[config.mk]
export PLATFORM = sky130hd
export DESIGN_NAME = led_fade_controller_flat
export DESIGN_NICKNAME = d
export VERILOG_FILES = /design/src/rtl/led_fade_if.sv /design/src/rtl/led_fade_controller.sv /design/src/flat_wrapper.sv
export SDC_FILE = /design/constraint.sdc
export NUM_CORES = 1
export LEC_CHECK = 0
export CAP_MARGIN = 40
export CELL_PAD_IN_SITES_DETAIL_PLACEMENT = 1
export CELL_PAD_IN_SITES_GLOBAL_PLACEMENT = 1
export CORE_ASPECT_RATIO = 1.75
export CORE_MARGIN = 5
export CORE_UTILIZATION = 47
export DETAILED_ROUTE_END_ITERATION = 16
export GPL_ROUTABILITY_DRIVEN = 0
export MAX_ROUTING_LAYER = met4
export PLACE_DENSITY = 0.88
export SLEW_MARGIN = 10
export SYNTH_ARGS = -nofsm -noshare
export SYNTH_HDL_FRONTEND = slang
export SYNTH_SLANG_ARGS = --single-unit
[constraint.sdc]
create_clock -name clk -period 5.7 [get_ports clk]
set_input_delay 1.14 -clock clk [delete_from_list [all_inputs] [get_ports clk]]
set_output_delay 1.14 -clock clk [all_outputs]
set_load 0.05 [all_outputs]
[src/rtl/led_fade_if.sv]
// Button inputs and brightness outputs of the LED fade controller; slave = controller side.
// LED_FADE_BREATHE_EN adds the breathing-mode button and status signals.
interface led_fade_if;
  logic       btnUp;
  logic       btnDown;
  logic [7:0] level;
  logic [7:0] target;
  logic       busy;
  logic       tick;
`ifdef LED_FADE_BREATHE_EN
  logic       btnMode;
  logic       breathing;
`endif

  modport master (
    output btnUp, btnDown,
`ifdef LED_FADE_BREATHE_EN
    output btnMode,
    input  breathing,
`endif
    input  level, target, busy, tick
  );

  modport slave (
    input  btnUp, btnDown,
`ifdef LED_FADE_BREATHE_EN
    input  btnMode,
    output breathing,
`endif
    output level, target, busy, tick
  );
endinterface

[src/rtl/led_fade_controller.sv]
// Button-driven saturating target brightness; level ramps one LSB per prescaler tick toward it.
// LED_FADE_BREATHE_EN adds a breathing mode that bounces the target between 0 and MAX_LEVEL.
module led_fade_controller #(
  parameter int STEP      = 16,
  parameter int MAX_LEVEL = 255,
  parameter int TICK_DIV  = 97656
) (
  input  logic       clk,
  input  logic       resetn,
  led_fade_if.slave  bus
);

  localparam int         CW    = $clog2(TICK_DIV);
  localparam logic [7:0] MAXL  = 8'(MAX_LEVEL);
  localparam logic [7:0] STEP8 = 8'(STEP);
  localparam logic [8:0] STEP9 = 9'(STEP);

  typedef enum logic [1:0] {IDLE, RAMP_UP, RAMP_DOWN} state_e;

  state_e        state_q, state_d;
  logic [CW-1:0] cnt_q, cnt_d;
  logic [7:0]    level_q, level_d;
  logic [7:0]    target_q, target_d;
  logic          busy_q, busy_d;
  logic          up_prev_q, down_prev_q;
  logic          up_edge, down_edge, tick;
  logic [8:0]    up_sum;
`ifdef LED_FADE_BREATHE_EN
  logic          mode_prev_q, breathing_q, breathing_d, mode_edge;

  assign mode_edge     = bus.btnMode & ~mode_prev_q;
  assign breathing_d   = breathing_q ^ mode_edge;
  assign bus.breathing = breathing_q;
`endif

  assign up_edge   = bus.btnUp & ~up_prev_q;
  assign down_edge = bus.btnDown & ~down_prev_q;
  assign tick      = (cnt_q == CW'(TICK_DIV - 1));
  assign cnt_d     = tick ? '0 : cnt_q + CW'(1);

  always_ff @(posedge clk) begin
    if (!resetn) begin
      state_q     <= IDLE;
      cnt_q       <= '0;
      level_q     <= '0;
      target_q    <= '0;
      busy_q      <= 1'b0;
      up_prev_q   <= 1'b0;
      down_prev_q <= 1'b0;
`ifdef LED_FADE_BREATHE_EN
      mode_prev_q <= 1'b0;
      breathing_q <= 1'b0;
`endif
    end else begin
      state_q     <= state_d;
      cnt_q       <= cnt_d;
      level_q     <= level_d;
      target_q    <= target_d;
      busy_q      <= busy_d;
      up_prev_q   <= bus.btnUp;
      down_prev_q <= bus.btnDown;
`ifdef LED_FADE_BREATHE_EN
      mode_prev_q <= bus.btnMode;
      breathing_q <= breathing_d;
`endif
    end
  end

  // Leaving a ramp whenever the target has crossed level lets IDLE pick the new direction.
  always_comb begin
    state_d = state_q;
    case (state_q)
      IDLE: begin
        if (target_q > level_q)      state_d = RAMP_UP;
        else if (target_q < level_q) state_d = RAMP_DOWN;
      end
      RAMP_UP: begin
        if (target_q <= level_q) state_d = IDLE;
        else if (tick && ({1'b0, level_q} + 9'd1 == {1'b0, target_q})) state_d = IDLE;
      end
      RAMP_DOWN: begin
        if (target_q >= level_q) state_d = IDLE;
        else if (tick && (level_q - 8'd1 == target_q)) state_d = IDLE;
      end
      default: state_d = IDLE;
    endcase
  end

  always_comb begin
    level_d = level_q;
    if (tick && state_q == RAMP_UP && target_q > level_q)
      level_d = level_q + 8'd1;
    else if (tick && state_q == RAMP_DOWN && target_q < level_q)
      level_d = level_q - 8'd1;
  end

  always_comb begin
    up_sum   = {1'b0, target_q} + STEP9;
    target_d = target_q;
`ifdef LED_FADE_BREATHE_EN
    if (mode_edge && !breathing_q) begin
      target_d = (level_q == MAXL) ? 8'd0 : MAXL;
    end else if (mode_edge) begin
      // Pin target to the level being delivered this edge so the fade freezes exactly.
      target_d = level_d;
    end else if (breathing_q) begin
      if (level_q == 8'd0)       target_d = MAXL;
      else if (level_q == MAXL)  target_d = 8'd0;
    end else begin
`else
    begin
`endif
      if (up_edge && !down_edge)
        target_d = (up_sum > {1'b0, MAXL}) ? MAXL : up_sum[7:0];
      else if (down_edge && !up_edge)
        target_d = (target_q < STEP8) ? 8'd0 : target_q - STEP8;
    end
    busy_d = (level_d != target_d);
  end

  assign bus.level  = level_q;
  assign bus.target = target_q;
  assign bus.busy   = busy_q;
  assign bus.tick   = tick;

endmodule
[src/flat_wrapper.sv]
// flat-port wrapper written by rule: the top's interface ports become plain ports
module led_fade_controller_flat 
#(
  parameter int STEP      = 16,
  parameter int MAX_LEVEL = 255,
  parameter int TICK_DIV  = 97656
)
  (clk, resetn, bus_btnUp, bus_btnDown, bus_level, bus_target, bus_busy, bus_tick);
  led_fade_if bus_i ();
  input  logic clk;
  input  logic resetn;
  input wire logic [$bits(bus_i.btnUp)-1:0] bus_btnUp;
  input wire logic [$bits(bus_i.btnDown)-1:0] bus_btnDown;
  output wire logic [$bits(bus_i.level)-1:0] bus_level;
  output wire logic [$bits(bus_i.target)-1:0] bus_target;
  output wire logic [$bits(bus_i.busy)-1:0] bus_busy;
  output wire logic [$bits(bus_i.tick)-1:0] bus_tick;
  assign bus_i.btnUp = bus_btnUp;
  assign bus_i.btnDown = bus_btnDown;
  assign bus_level = bus_i.level;
  assign bus_target = bus_i.target;
  assign bus_busy = bus_i.busy;
  assign bus_tick = bus_i.tick;
  led_fade_controller #(.STEP(STEP), .MAX_LEVEL(MAX_LEVEL), .TICK_DIV(TICK_DIV)) u_core (.clk(clk), .resetn(resetn), .bus(bus_i));
endmodule
==> flow_summary.json <==
{
  "fin_crit_sh_pct": 63.28,
  "grt_use_met3_pct": 3.854,
  "nets": 377,
  "power-top-group": "sequential cells",
  "maxSlewViolCount": 0,
  "ys_types": 56,
  "top_logic_kind": "simple AND/OR/NAND/NOR gates",
  "adder_share_pct": 6.372,
  "placed_area_um2": 3029,
  "crit_arrival_ns": 3.77,
  "edf_count": 0,
  "relSlewSlack_pct": 48.42,
  "buffer_area_share_pct": 6.977,
  "syn_avg_cell_area_um2": 8.109,
  "yosysCellCount": 339,
  "synth_seq_share_pct": 27.67,
  "worst-setup-path-type": "in2reg",
  "highest_layer": "met4",
  "via_per_inst": 6.151,
  "worst_pin_slew_ns": 0.7709,
  "syn-instance-count": 339,
  "grt_pass1_vias": 2898,
  "clk-power_uw": 198,
  "drtPass1Iterations": 4,
  "start_kind": "input port",
  "ys_async_sr_fraction_pct": 0,
  "cp_max_fo": 7,
  "ys_ff": 38,
  "min_path_type": "reg2reg",
  "hold_violations": 0,
  "grt_overflow": 0,
  "setup_viol": 0,
  "cts.repair.resized": 0,
  "fp_nets": 357,
  "die-area_um2": 7538,
  "critPathMaxStageDelay_ns": 0.54,
  "powerDensity_nw_per_um2": 190.0,
  "critical_path_buf_inv_count": 1,
  "comb_area_share_pct": 60.55,
  "aoi_share_pct": 14.75,
  "clk-insertion-delay-late_ns": 0.30,
  "maxCapViolations": 0,
  "initCoreUtil_pct": 47.50,
  "dpl.hpwl_um": 6746,
  "io-pin-count": 22,
  "n_antenna_cell": 0,
  "portBuffers": 21,
  "status": "finished, final reports clean",
  "max-clock-path-buffers": 2,
  "crit_family": "simple AND/OR/NAND/NOR gates",
  "p_sw_share_pct": 31.09,
  "grt_pass1_wl_um": 14280,
  "fillerInstances": 736,
  "num-clock-buffers": 7,
  "yosysTopAreaCellShare_pct": 27.67,
  "pg_comb_uw": 109,
  "powerSeq_uw": 285,
  "cp_slowest_cell": "or3b_2",
  "top_register": "u_core.cnt_q",
  "cts_tree": "done",
  "ff2ff_setup_slack_ns": 2.11,
  "dpl_worst_slack_ns": 1.798,
  "synth-main-ff-cell": "dfxtp_1",
  "seq_area_um2": 760.7,
  "logic_gates": 275,
  "logic_area_um2": 1889
}
==> path summary, 6_finish.rpt <==
path | startpoint | endpoint | depth (start not counted)
max | bus_btnDown | u_core.bus.busy | 9
max reg2reg | u_core.bus.level[6] | u_core.bus.busy | 10
min | u_core.cnt_q[0] | u_core.cnt_q[0] | 1
min reg2reg | u_core.cnt_q[0] | u_core.cnt_q[0] | 1
==> layout by cell type (no fill, tap or decap), types with 3 or more instances in the layout <==
| cell type | Yosys | final |
|---|---|---|
| nor3_1 | 14 | 14 |
| nor4b_1 | 3 | 3 |
| nand4_1 | 11 | 11 |
| a21oi_1 | 18 | 18 |
| nand3_1 | 22 | 22 |
| and3_1 | 9 | 9 |
| nand2b_1 | 4 | 4 |
| inv_1 | 17 | 17 |
| xor2_1 | 14 | 14 |
| o211ai_1 | 7 | 7 |
| nand2_1 | 17 | 17 |
| ha_1 | 14 | 14 |
| a31oi_1 | 6 | 6 |
| and2_1 | 9 | 9 |
| mux2i_1 | 4 | 4 |
| nor2_1 | 36 | 36 |
| xnor2_1 | 24 | 24 |
| nor4_1 | 5 | 5 |
| nor2b_1 | 3 | 3 |
| or3_1 | 5 | 5 |
| clkdlybuf4s50_1 | 0 | 21 |
| o21ai_0 | 7 | 7 |
| dfxtp_1 | 38 | 38 |
| clkbuf_8 | 0 | 6 |
==> synthesized netlist by cell type (3+ instances only) <==
cell type / number
a21oi_1: 18
a31oi_1: 6
and2_1: 9
and3_1: 9
clkbuf_1: 8
dfxtp_1: 38
ha_1: 14
inv_1: 17
mux2i_1: 4
nand2_1: 17
nand2b_1: 4
nand3_1: 22
nand4_1: 11
nor2_1: 36
nor2b_1: 3
nor3_1: 14
nor4_1: 5
nor4b_1: 3
o211ai_1: 7
o21ai_0: 7
or3_1: 5
xnor2_1: 24
xor2_1: 14
Figure 1. Track usage over the die.
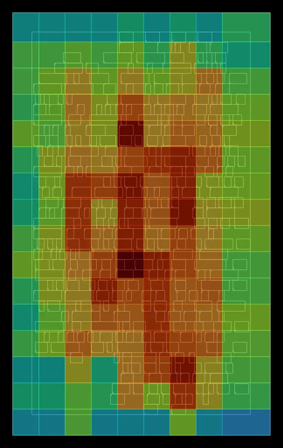
M1 GR Usage: 24.26%
WL/cell: 19.80 um
GR peak layer: met2
total track usage: 25.46%
met2 Usage GRT: 46.58%

Figure 2. Nets reached from selected ports.
Scale: 6 px per um.
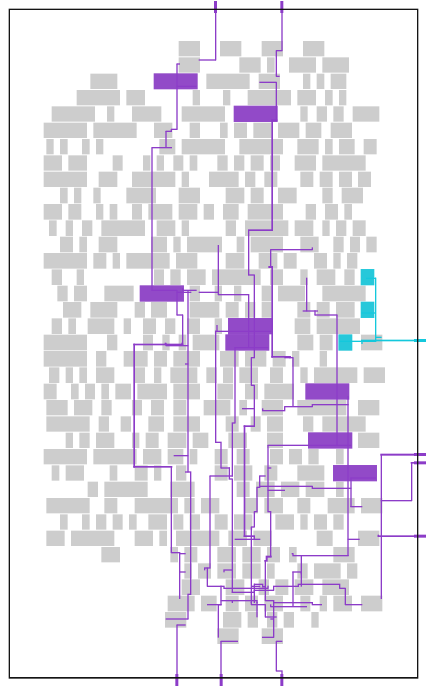
purple -> bus_level  # bits 8, direction output, end cells 8, buffers 8, wire 845 um
cyan -> bus_btnUp  # bits 1, direction input, end cells 3, buffers 1, wire 30.8 um

Figure 3. Wiring heat map.
Scale: 4 px per um. 14 x 22 tiles, from white (low) to dark blue (high), scaled to the fullest tile. Values are wire area over tile area, all layers added.
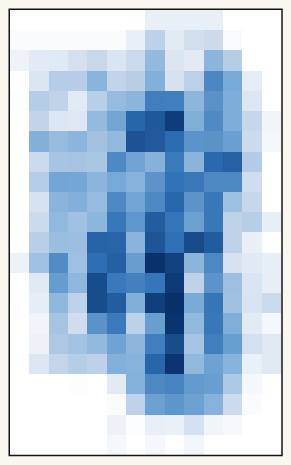
nearly empty tiles = 21%
mean over tiles = 0.18
densest ninth of the die = center
fullest tile = 0.56
tiles over half the peak = 28%
emptiest ninth of the die = lower left

Figure 4. Gate families picked out.
Scale: 4 px per um.
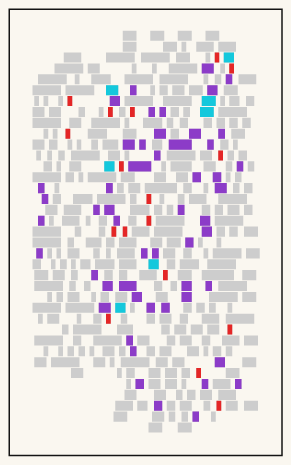
cyan -> AND-OR and OR-AND gates  # cells 7
red -> inverters  # cells 17
purple -> inverting AOI/OAI gates  # cells 52
non-filler cells, final: 438
dominant logic cell type in the layout: dfxtp_1

No activity file was given, so power comes from the tool's default toggle rates.
